[src/rtl/acc_buf_pkg.sv]
// Shared defaults and drain FSM state type for the double-banked accumulation buffer.
package acc_buf_pkg;

    localparam int unsigned ACC_DATA_WIDTH      = 64;
    localparam int unsigned ACC_BANK_ADDR_WIDTH = 7;
    localparam int unsigned ACC_BANK_DEPTH      = 128;

    typedef enum logic [1:0] {
        ST_IDLE  = 2'd0,
        ST_DRAIN = 2'd1,
        ST_FLUSH = 2'd2,
        ST_DONE  = 2'd3
    } drain_state_e;

endpackage

[src/rtl/wb_skid_fifo.sv]
// Two-entry registered skid FIFO; the head register directly drives the output word.
module wb_skid_fifo #(
    parameter int unsigned DATA_WIDTH = 64
) (
    input  logic                  clk,
    input  logic                  rst,
    input  logic                  push,
    input  logic [DATA_WIDTH-1:0] push_data,
    input  logic                  pop,
    output logic [1:0]            occupancy,
    output logic [DATA_WIDTH-1:0] head_data,
    output logic                  head_valid
);

    logic [DATA_WIDTH-1:0] head_q;
    logic [DATA_WIDTH-1:0] tail_q;
    logic [1:0]            occ_q;

    // Head/tail shift storage; head only changes on a pop or a push into an empty FIFO.
    always_ff @(posedge clk or posedge rst) begin
        if (rst) begin
            head_q <= '0;
            tail_q <= '0;
            occ_q  <= 2'd0;
        end else begin
            case (occ_q)
                2'd0: begin
                    if (push) begin
                        head_q <= push_data;
                        occ_q  <= 2'd1;
                    end
                end
                2'd1: begin
                    case ({push, pop})
                        2'b10: begin
                            tail_q <= push_data;
                            occ_q  <= 2'd2;
                        end
                        2'b01: occ_q <= 2'd0;
                        2'b11: head_q <= push_data;
                        default: ;
                    endcase
                end
                2'd2: begin
                    if (pop) begin
                        head_q <= tail_q;
                        if (push) begin
                            tail_q <= push_data;
                        end else begin
                            occ_q <= 2'd1;
                        end
                    end
                end
                default: occ_q <= 2'd0;
            endcase
        end
    end

    assign occupancy  = occ_q;
    assign head_data  = head_q;
    assign head_valid = (occ_q != 2'd0);

endmodule

[src/rtl/accumulation_writeback_drain.sv]
// Drains the writeback bank onto a valid/ready stream, absorbing the 1-cycle read latency.
module accumulation_writeback_drain
    import acc_buf_pkg::*;
#(
    parameter int unsigned DATA_WIDTH      = ACC_DATA_WIDTH,
    parameter int unsigned BANK_ADDR_WIDTH = ACC_BANK_ADDR_WIDTH,
    parameter int unsigned BANK_DEPTH      = ACC_BANK_DEPTH
) (
    input  logic                       clk,
    input  logic                       rst,
    input  logic                       start,
    input  logic [BANK_ADDR_WIDTH:0]   count,
    output logic                       busy,
    output logic                       done,
    output logic                       ren_wb,
    output logic [BANK_ADDR_WIDTH-1:0] radr_wb,
    input  logic [DATA_WIDTH-1:0]      rdata_wb,
    output logic                       out_valid,
    input  logic                       out_ready,
    output logic [DATA_WIDTH-1:0]      out_data
);

    localparam int unsigned CW = BANK_ADDR_WIDTH + 1;

    drain_state_e         state_q, state_d;
    logic [CW-1:0]        rem_rd_q;
    logic [CW-1:0]        rem_out_q;
    logic [CW-1:0]        clamped;
    logic [BANK_ADDR_WIDTH-1:0] addr_q;
    logic                 inflight_q;
    logic                 busy_q;
    logic                 done_q;
    logic                 ren_c;
    logic                 pop;
    logic [1:0]           occupancy;
    logic [2:0]           level;

    assign clamped = (count > CW'(BANK_DEPTH)) ? CW'(BANK_DEPTH) : count;
    assign pop     = out_valid & out_ready;
    // Slots that will be committed next cycle; a new read is safe only if one stays free.
    assign level   = 3'(occupancy) + 3'(inflight_q) - 3'(pop);

    // Next-state and read-issue decode.
    always_comb begin
        state_d = state_q;
        ren_c   = 1'b0;
        case (state_q)
            ST_IDLE: begin
                if (start) begin
                    state_d = (clamped == '0) ? ST_DONE : ST_DRAIN;
                end
            end
            ST_DRAIN: begin
                if ((rem_rd_q != '0) && (level < 3'd2)) begin
                    ren_c = 1'b1;
                    if (rem_rd_q == CW'(1)) begin
                        state_d = ST_FLUSH;
                    end
                end
            end
            ST_FLUSH: begin
                if (pop && (rem_out_q == CW'(1))) begin
                    state_d = ST_DONE;
                end
            end
            ST_DONE: state_d = ST_IDLE;
            default: state_d = ST_IDLE;
        endcase
    end

    // State, counters, inflight flag and status registers.
    always_ff @(posedge clk or posedge rst) begin
        if (rst) begin
            state_q    <= ST_IDLE;
            rem_rd_q   <= '0;
            rem_out_q  <= '0;
            addr_q     <= '0;
            inflight_q <= 1'b0;
            busy_q     <= 1'b0;
            done_q     <= 1'b0;
        end else begin
            state_q    <= state_d;
            inflight_q <= ren_c;
            busy_q     <= (state_d == ST_DRAIN) || (state_d == ST_FLUSH);
            done_q     <= (state_d == ST_DONE);
            if ((state_q == ST_IDLE) && start) begin
                rem_rd_q  <= clamped;
                rem_out_q <= clamped;
                addr_q    <= '0;
            end else begin
                if (ren_c) begin
                    rem_rd_q <= rem_rd_q - CW'(1);
                    addr_q   <= addr_q + BANK_ADDR_WIDTH'(1);
                end
                if (pop && (rem_out_q != '0)) begin
                    rem_out_q <= rem_out_q - CW'(1);
                end
            end
        end
    end

    wb_skid_fifo #(
        .DATA_WIDTH(DATA_WIDTH)
    ) u_fifo (
        .clk        (clk),
        .rst        (rst),
        .push       (inflight_q),
        .push_data  (rdata_wb),
        .pop        (pop),
        .occupancy  (occupancy),
        .head_data  (out_data),
        .head_valid (out_valid)
    );

    assign ren_wb  = ren_c;
    assign radr_wb = addr_q;
    assign busy    = busy_q;
    assign done    = done_q;

endmodule

[config.mk]
export PLATFORM = sky130hd
export DESIGN_NAME = accumulation_writeback_drain
export DESIGN_NICKNAME = d
export VERILOG_FILES = /design/src/rtl/acc_buf_pkg.sv /design/src/rtl/wb_skid_fifo.sv /design/src/rtl/accumulation_writeback_drain.sv
export SDC_FILE = /design/constraint.sdc
export NUM_CORES = 1
export LEC_CHECK = 0
export ABC_AREA = 1
export CAP_MARGIN = 15
export CORE_UTILIZATION = 30
export CTS_CLUSTER_DIAMETER = 200
export DETAILED_ROUTE_END_ITERATION = 10
export PLACE_DENSITY = 0.56
export SYNTH_ARGS = -nofsm -noshare
export SYNTH_HDL_FRONTEND = slang
export SYNTH_SLANG_ARGS = --single-unit
[constraint.sdc]
create_clock -name clk -period 5.1 [get_ports clk]
set_clock_uncertainty 0.15 [all_clocks]
set_input_delay 1.02 -clock clk [delete_from_list [all_inputs] [get_ports clk]]
set_output_delay 1.02 -clock clk [all_outputs]
set_load 0.03 [all_outputs]
==> run summary <==
final std cells w/o fill: 1399
mux share: 0%
met2 Usage GRT: 24.2%
design internal power: 0.00368 W
Hold Path End: rem_rd_q[1]
worst path bufs/invs: 3
MI comb cells: 618
capture point of the worst path: ren_wb
Worst Reg2Reg Path Length in Cells: 11
metal3 WL: 805 microns
Worst-path clk slew: 70 ps
status: finished, final reports clean
crit path setup slack, layout: 414 ps
Critical Path Stages: 10
sequential cell area: 3950 sq um
R2R Setup Slk: 2260 ps
Tightest Pin Transition: 981 ps
Root Buffer: clkbuf_16
startpoint types: input pin
post-synthesis chip area from yosys: 7410 sq um
largest cell class by area: registers
Die Ht: 159 microns
met1 WL: 9.37 mm
DRC: 0
Post-Place Cells: 1367
CP arrival: 3520 ps
reg2reg end: busy
Clock Tree Buf Depth: 2
P_seq: 0.00220 W
crit path time final: 4690 ps
Detail Route Antenna Nets: 0
DRT Pass-1 Iters: 4
first-pass GRT wire length: 32.0 mm
max incr delay on CP: 700 ps
RSZ-0062 raised after global routing: false
Mapped Area: 7410 sq um
Comb/total area: 28.7%
Power, Total: 0.00644 W
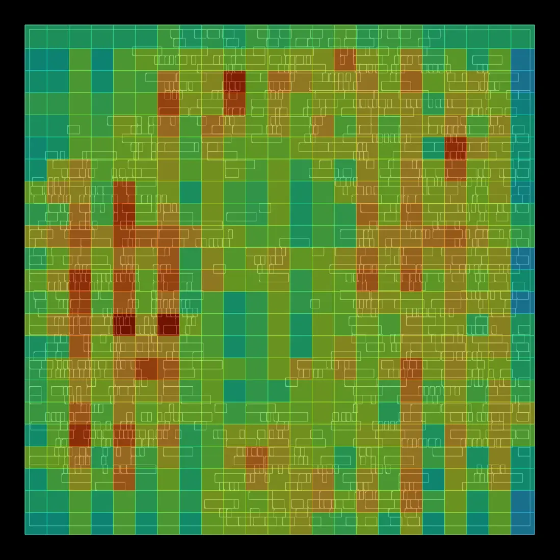
Fig. 1. Routing congestion.
grt met3 use: 3.72%
most used routing layer in global routing: met2
Total Routing Usage GR: 15.7%
drt wl/cell: 13.3 microns

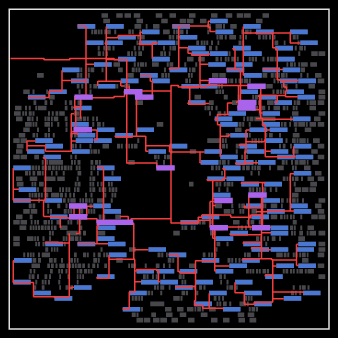
Fig. 2. Clock wires, drivers and flops.
Scale: 2 px per micron.
Key: blue = flip-flops [count 158]; red = clock wires [length 2250 microns]; purple = cells driving clock nets [count 17]
There are 18 routed clock nets. Position of the flops: widely spread.
clock power share: 20.1%
clk_lat worst skew: 430 ps
Clk. pwr: 0.00130 W

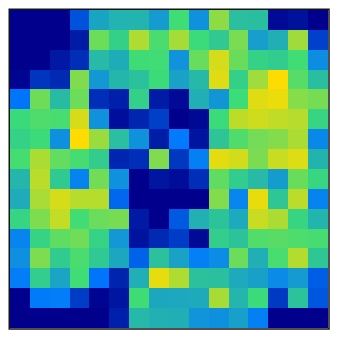
Fig. 3. Placement density heat map.
Scale: 2 px per micron. 16 x 16 tiles, from dark blue (low) to red (high), 0 to 100% covered.
The fullest tile reaches 75%. The emptiest ninth of the die: middle. The mean over all tiles is 37%. 11% of the tiles are nearly empty.
Finished Core Util: 40.2%
Floorplan Utilization: 30.6%
Core ar.: 24200 sq um

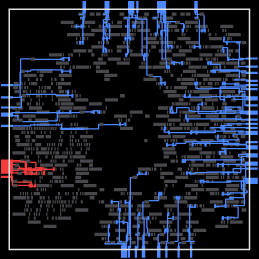
Fig. 4. Nets reached from selected ports.
Scale: 1.5 px per micron.
Key: red = count [bits 8, direction input, end cells 14, buffers 8, wire 169 microns]; blue = rdata_wb [bits 64, direction input, end cells 128, buffers 64, wire 2420 microns]
port bufs: 150
I/O Pins: 151

Power figures rest on the tool's default switching activity, not on a simulated workload.
